==> src/rtl/riscv_mc_sequencer.sv <==
// Multi-cycle RISC-V control sequencer.
// Walks each instruction through FETCH / DECODE / EXEC / MEM / WB, drives the
// datapath strobes and memory handshake, and parks in TRAP on an illegal
// instruction until reset.
module riscv_mc_sequencer (
  input  logic        clk,
  input  logic        rst_n,
  input  logic [31:0] instr,
  input  logic        zero,
  input  logic        mem_ready,
  output logic        mem_req,
  output logic        mem_we,
  output logic        mem_sel,
  output logic        ir_we,
  output logic        pc_we,
  output logic [1:0]  pc_src,
  output logic        rf_we,
  output logic [1:0]  wb_sel,
  output logic [3:0]  alu_op,
  output logic        alu_src_b,
  output logic        illegal,
  output logic [2:0]  state
);

  localparam logic [6:0] OpR      = 7'b0110011;
  localparam logic [6:0] OpImm    = 7'b0010011;
  localparam logic [6:0] OpLoad   = 7'b0000011;
  localparam logic [6:0] OpStore  = 7'b0100011;
  localparam logic [6:0] OpBranch = 7'b1100011;
  localparam logic [6:0] OpJal    = 7'b1101111;
  localparam logic [6:0] OpJalr   = 7'b1100111;
  localparam logic [6:0] OpLui    = 7'b0110111;

  typedef enum logic [2:0] {
    StFetch  = 3'd0,
    StDecode = 3'd1,
    StExec   = 3'd2,
    StMem    = 3'd3,
    StWb     = 3'd4,
    StTrap   = 3'd7
  } state_e;

  state_e state_q, state_d;

  // Instruction field extraction and classification
  logic [6:0] opcode;
  logic [2:0] funct3;
  logic [4:0] rd;
  logic       is_r, is_imm, is_load, is_store, is_branch, is_jal, is_jalr, is_lui;
  logic       is_jump, is_legal, br_taken;

  assign opcode    = instr[6:0];
  assign funct3    = instr[14:12];
  assign rd        = instr[11:7];
  assign is_r      = (opcode == OpR);
  assign is_imm    = (opcode == OpImm);
  assign is_load   = (opcode == OpLoad);
  assign is_store  = (opcode == OpStore);
  assign is_branch = (opcode == OpBranch);
  assign is_jal    = (opcode == OpJal);
  assign is_jalr   = (opcode == OpJalr);
  assign is_lui    = (opcode == OpLui);
  assign is_jump   = is_jal | is_jalr;

  assign is_legal = is_r | is_imm | is_lui | is_jump
                  | ((is_load | is_store) & (funct3 == 3'b010))
                  | (is_branch & (funct3[2:1] == 2'b00));

  assign br_taken = ((funct3 == 3'b000) & zero) | ((funct3 == 3'b001) & ~zero);

  // Bits of the IR this block never looks at
  logic unused_instr;
  assign unused_instr = ^{instr[31], instr[29:15]};

  // ALU control decoded straight from the opcode
  logic [3:0] alu_op_dec;
  logic       alu_src_b_dec;

  always_comb begin
    alu_op_dec    = 4'b0000;
    alu_src_b_dec = 1'b1;
    case (opcode)
      OpR: begin
        alu_op_dec    = {instr[30], funct3};
        alu_src_b_dec = 1'b0;
      end
      // Only the shift-right pair uses funct7[5] to pick SRA vs SRL
      OpImm:    alu_op_dec = {(funct3 == 3'b101) ? instr[30] : 1'b0, funct3};
      OpBranch: begin
        alu_op_dec    = 4'b1000;
        alu_src_b_dec = 1'b0;
      end
      OpLui:    alu_op_dec = 4'b1111;
      default:  alu_op_dec = 4'b0000;
    endcase
  end

  // State register
  always_ff @(posedge clk or negedge rst_n) begin
    if (!rst_n) begin
      state_q <= StFetch;
    end else begin
      state_q <= state_d;
    end
  end

  // Next-state logic
  always_comb begin
    state_d = state_q;
    case (state_q)
      StFetch:  if (mem_ready) state_d = StDecode;
      StDecode: state_d = is_legal ? StExec : StTrap;
      StExec: begin
        if (is_branch) begin
          state_d = StFetch;
        end else if (is_load || is_store) begin
          state_d = StMem;
        end else begin
          state_d = StWb;
        end
      end
      StMem:    if (mem_ready) state_d = is_store ? StFetch : StWb;
      StWb:     state_d = StFetch;
      StTrap:   state_d = StTrap;
      default:  state_d = StFetch;
    endcase
  end

  // Output decode; rst_n gating makes reset silence the bus without a clock edge
  always_comb begin
    mem_req   = 1'b0;
    mem_we    = 1'b0;
    mem_sel   = 1'b0;
    ir_we     = 1'b0;
    pc_we     = 1'b0;
    pc_src    = 2'b00;
    rf_we     = 1'b0;
    wb_sel    = 2'b00;
    alu_op    = 4'b0000;
    alu_src_b = 1'b0;
    illegal   = 1'b0;
    if (rst_n) begin
      if (state_q inside {StDecode, StExec, StMem, StWb}) begin
        alu_op    = alu_op_dec;
        alu_src_b = alu_src_b_dec;
      end
      case (state_q)
        StFetch: begin
          mem_req = 1'b1;
          ir_we   = mem_ready;
        end
        StExec: begin
          if (is_branch) begin
            pc_we  = 1'b1;
            pc_src = br_taken ? 2'b01 : 2'b00;
          end
        end
        StMem: begin
          mem_req = 1'b1;
          mem_sel = 1'b1;
          mem_we  = is_store;
          pc_we   = mem_ready & is_store;
        end
        StWb: begin
          rf_we  = (rd != 5'd0);
          pc_we  = 1'b1;
          pc_src = is_jump ? 2'b10 : 2'b00;
          wb_sel = is_load ? 2'b01 : (is_jump ? 2'b10 : 2'b00);
        end
        StTrap:  illegal = 1'b1;
        default: ;
      endcase
    end
  end

  assign state = state_q;

endmodule

==> config.mk <==
export PLATFORM = sky130hd
export DESIGN_NAME = riscv_mc_sequencer
export DESIGN_NICKNAME = d
export VERILOG_FILES = /design/src/rtl/riscv_mc_sequencer.sv
export SDC_FILE = /design/constraint.sdc
export NUM_CORES = 1
export LEC_CHECK = 0
export CORE_MARGIN = 2
export CORE_UTILIZATION = 35
export CTS_CLUSTER_DIAMETER = 60
export DETAILED_ROUTE_END_ITERATION = 16
export DONT_BUFFER_PORTS = 1
export PLACE_DENSITY = 0.61
export SLEW_MARGIN = 20
export SYNTH_ARGS = -nofsm -noshare
export SYNTH_HDL_FRONTEND = slang
export SYNTH_SLANG_ARGS = --single-unit
==> constraint.sdc <==
create_clock -name clk -period 6 [get_ports clk]
set_clock_uncertainty 0.15 [all_clocks]
set_input_delay 1.8 -clock clk [delete_from_list [all_inputs] [get_ports clk]]
set_output_delay 1.8 -clock clk [all_outputs]
set_load 0.01 [all_outputs]
run_1/util_map.png
Scale: 8 px per um. 9 x 9 tiles, from white (low) to dark blue (high), 0 to 100% covered.
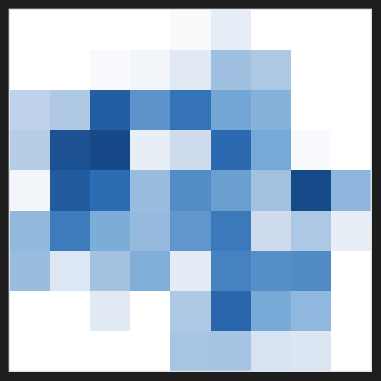
tiles over 75% full	9.9%
densest ninth of the die	left middle
fullest tile	90%

run_1/floorplan.png
Scale: 8 px per um. Pins as bars on the die edge. Tap cells in gray.
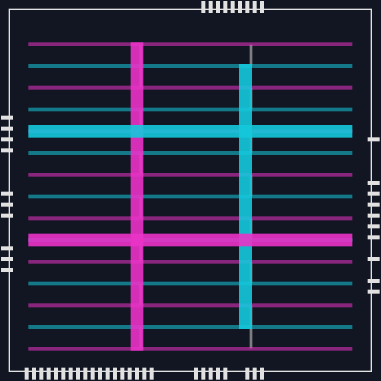
color	net
cyan	VDD
magenta	VSS
rows	14
met1 rails	15
met4 straps	2
met5 straps	2
signal pins	55
VDD IR max: 225 uV
die height: 45.1 um
Die W: 45.1 um

run_1/clock_nets.png
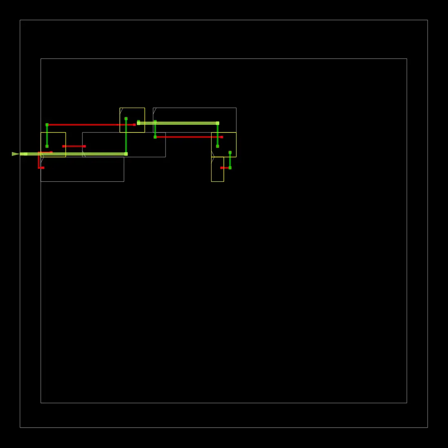
CTS Buf Count: 3
flip-flops: 3
clkbuf count: 4
clk latency late pin: 0.23 ns
Clock Sinks: 3

==> flow_metrics.tcl, run 1 <==
# place-and-route summary
set metrics [dict create \
    grt_use_total_pct 16.6 \
    via_count 640 \
    slew-limit-headroom_pct 67.1 \
    warnings 42 \
    rows 14 \
    ys_cells 83 \
    whs_endpoint "state[1]" \
    hold_violations 0 \
    dp_cells 96 \
    largest_class "multi-input combinational cells" \
    p_per_area_nw_per_um2 304 \
    fill_cells 163 \
    worst-path-stages 3 \
    coreArea_um2 1540 \
    post_cts_resized 0 \
    cp-start-kind "input port" \
    pin_count 55 \
    fin_area_um2 623 \
    p_total_w 0.000189 \
    yosysWarnings 0 \
    run_status "completed" \
    worst_pin_slew_ns 0.493 \
    gp_congestion 0.785 \
    crit_path_top_delay_cell "nor3b_1" \
    whs_path_depth 1 \
    top_layer "met3" \
    arrival_ns 2.84 \
    n_all_inverters 3 \
    regToRegStartpoint "state[0]" \
    path_buffers 0 \
    critical_path.max_stage_delay_ns 0.41 \
    seq_area_share_pct 12.0 \
    cts.clk_slew.worst_paths_ns 0.03 \
    synth-edff-count 0 \
    synth_cells 83 \
    period_minus_slack_ns 4.79 \
    finalCritPeriodShare_pct 79.8 \
    antenna_left 0 \
    grt_pass1_vias 600 \
    grt_use_met1_pct 21.8 \
    maxSlewViolCount 0 \
    synth_nets 119 \
]
-- run 1: placed cells by master (no fill, tap or decap), types with 4 or more instances in the layout --
master,n
nand2b_1,4
nor2_1,9
a21oi_1,8
nand3_1,7
nand2_1,7
nor3_1,7
-- run 1: cell families after synthesis --
group                  synth area share, %
AND-OR/OR-AND                         30.1
XOR/XNOR                              4.45
buffers and inverters                 4.23
flip-flops                            12.7
AND/OR/NAND/NOR                       48.5
-- run 1: report_power, final --
| part | internal, W | switching, W | total [W] |
|---|---|---|---|
| combinational | 0.0000431 | 0.0000549 | 0.0000980 |
| clock | 0.0000249 | 0.00000960 | 0.0000345 |
| sequential | 0.0000289 | 0.0000277 | 0.0000567 |
| total | 0.0000969 | 0.0000922 | 0.000189 |
## Run 2: what changed since run 1
--- a/config.mk
+++ b/config.mk
@@ -10,7 +10,7 @@
 export CTS_CLUSTER_DIAMETER = 60
 export DETAILED_ROUTE_END_ITERATION = 16
 export DONT_BUFFER_PORTS = 1
-export PLACE_DENSITY = 0.61
+export PLACE_DENSITY = 0.63
 export SLEW_MARGIN = 20
 export SYNTH_ARGS = -nofsm -noshare
 export SYNTH_HDL_FRONTEND = slang
==> constraint.sdc (replaced) <==
create_clock -name clk -period 4.2 [get_ports clk]
set_clock_uncertainty 0.15 [all_clocks]
set_input_delay 1.26 -clock clk [delete_from_list [all_inputs] [get_ports clk]]
set_output_delay 1.26 -clock clk [all_outputs]
set_load 0.01 [all_outputs]
run_2/floorplan.png
Scale: 8 px per um. Pins as bars on the die edge. Tap cells in gray.
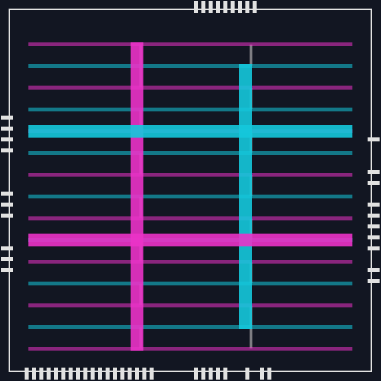
color	net
cyan	VDD
magenta	VSS
met5 straps	2
rows	14
tap cells	16
met4 straps	2
signal pins	55
core box area: 1540 um^2
VDD IR max: 319 uV

==> run 2 against run 1 <==
Power grew 43%; worst setup slack got worse by 0.72 ns; clock-buffer cell count did not move; synthesized area is the same; sequential share of layout area is the same; clock power rose by 43%; via count shrank 1.4%; critical endpoint unchanged.
==> flow_metrics.tcl, run 2 <==
# place-and-route summary
set metrics [dict create \
    yosysWarnings 0 \
    p_per_area_nw_per_um2 434 \
    power.share.combinational_pct 51.6 \
    aoi_share_pct 30.1 \
    ys_top_logic_family "simple AND/OR/NAND/NOR gates" \
    pin_count 55 \
    crit_path_top_delay_cell "nor3b_1" \
    seqPwrFrac_pct 30.2 \
    pg_seq_w 0.0000817 \
    antenna_left 0 \
    p_switching_w 0.000132 \
    synth_nets 119 \
    run_status "completed" \
    path_buffers 0 \
    slew-limit-headroom_pct 65.5 \
    fill_cells 176 \
    regToRegStartpoint "state[0]" \
    cp-start-kind "input port" \
    ys_sh_xor_pct 4.45 \
    power.group.top "combinational cells" \
    post_cts_resized 0 \
    worst_pin_slew_ns 0.517 \
    period_minus_slack_ns 3.70 \
    grt_use_total_pct 15.6 \
    p_comb_w 0.000140 \
    die_h_um 45.1 \
    lay_top_cells "nor2_1 (9), a21oi_1 (8), nand3_1 (7), nand2_1 (7), nor3_1 (7)" \
    adder_share_pct 0 \
    fin_area_um2 623 \
    die_width_um 45.1 \
    hold_violations 0 \
    power_clock_w 0.0000492 \
    ys_cells 83 \
    dp_cells 96 \
    cts.clk_slew.worst_paths_ns 0.04 \
    final_common_cell "nor2_1" \
    rows 14 \
    p_clk_share_pct 18.2 \
]
## run 2: cell counts after synthesis
No cell type changed its count.
## run 2: layout make-up
class                      count  area, um^2  share of cell area [%]
inverter                       3        11.3                    1.81
sequential                     3        75.1                    12.0
clock buffer                   4        26.3                    4.22
multi-input combinational     74         490                    78.7
tap                           16        20.0                    3.21
## run 2: worst min path at each step
stage / end / slack (ns) / cells past startpoint
6_report: state[2] / 0.58 / 0
5_1_grt: state[2] / 0.56 / 0
4_1_cts: state[2] / 0.57 / 0
3_5_place_dp: state[1] / 0.59 / 1
3_3_place_gp: state[1] / 0.58 / 1
2_1_floorplan: state[1] / 0.52 / 1
## run 2: per-layer routing
layer  vias up  wire, um  global-route usage, %
li1        316         -                      -
met1       291       700                   21.3
met2        24       697                   24.3
met3         0       120                   6.80
met4         0         0                      0
met5         -         0                      0
run_2/layers.png
Scale: 10 px per um.
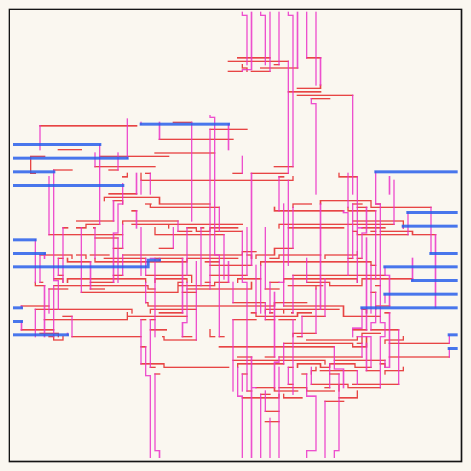

## Run 3: what changed since run 2
--- a/config.mk
+++ b/config.mk
@@ -5,8 +5,10 @@
 export SDC_FILE = /design/constraint.sdc
 export NUM_CORES = 1
 export LEC_CHECK = 0
+export CAP_MARGIN = 5
 export CORE_MARGIN = 2
 export CORE_UTILIZATION = 35
+export CTS_BUF_LIST = sky130_fd_sc_hd__clkbuf_8 sky130_fd_sc_hd__clkbuf_16
 export CTS_CLUSTER_DIAMETER = 60
 export DETAILED_ROUTE_END_ITERATION = 16
 export DONT_BUFFER_PORTS = 1
run_3/layers.png
Scale: 10 px per um.
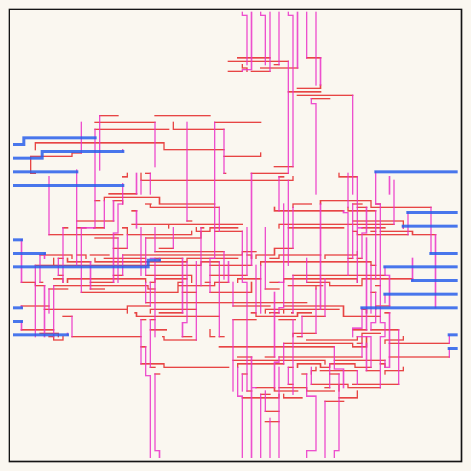
color	layer	wire length
blue	M3	113 um
red	M1	731 um
magenta	M2	685 um

==> run 3 against run 2 <==
Sequential power about the same; clock power increased by 61%; clock-buffer cell count decreased by 1; critical path depth is the same; flip-flop count did not move; synthesized area unchanged; power rose by 11%; largest power group unchanged.
==> flow_metrics.tcl, run 3 <==
# place-and-route summary
set metrics [dict create \
    warnings 42 \
    routed-wl-met2_um 685 \
    die_h_um 45.1 \
    coreArea_um2 1540 \
    ys_top_logic_family "simple AND/OR/NAND/NOR gates" \
    crit_path_top_delay_cell "nor3b_1" \
    clk_latency_ns 0.21 \
    cts.sinks 3 \
    die_width_um 45.1 \
    switching_share_pct 45.0 \
    power.share.combinational_pct 46.3 \
    met2_usage_pct 24.3 \
    run_status "completed" \
    via_count 617 \
    simple_gate_share_pct 48.5 \
    power_clock_w 0.0000794 \
    yosys-mux-area-fraction_pct 0 \
    arrival_ns 2.29 \
    p_clk_share_pct 26.4 \
    lay_top_cells "nor2_1 (9), a21oi_1 (8), nand3_1 (7), nand2_1 (7), nor3_1 (7)" \
    critical_path.max_stage_delay_ns 0.42 \
    path_buffers 0 \
]
[run 3: cell types whose count changed in the layout (fill, tap and decap cells not counted)]
cell,change
inv_1,+1
clkbuf_8,+3
clkbuf_1,-1
clkbuf_4,-3
[run 3: per-stage QoR]
| stage | worst slack (ns) | power, W | instance area [um^2] |
|---|---|---|---|
| finish | 0.497 | 0.000300 | 642 |
| global route | 0.364 | 0.000328 | 642 |
| CTS | 0.477 | 0.000303 | 642 |
| detailed placement | 0.477 | 0.000221 | 597 |
| global placement | 0.491 | 0.000220 | 597 |
| floorplan | 0.623 | 0.000202 | 591 |
[run 3: cell type report]
cell class,count,area [um^2]
Clock buffer,3,41.3
Multi-Input combinational cell,74,490
Sequential cell,3,75.1
Tap cell,16,20.0
Inverter,3,11.3
Fill cell,171,900
Clock inverter,1,3.75
Power and IR drop assume default switching activity.
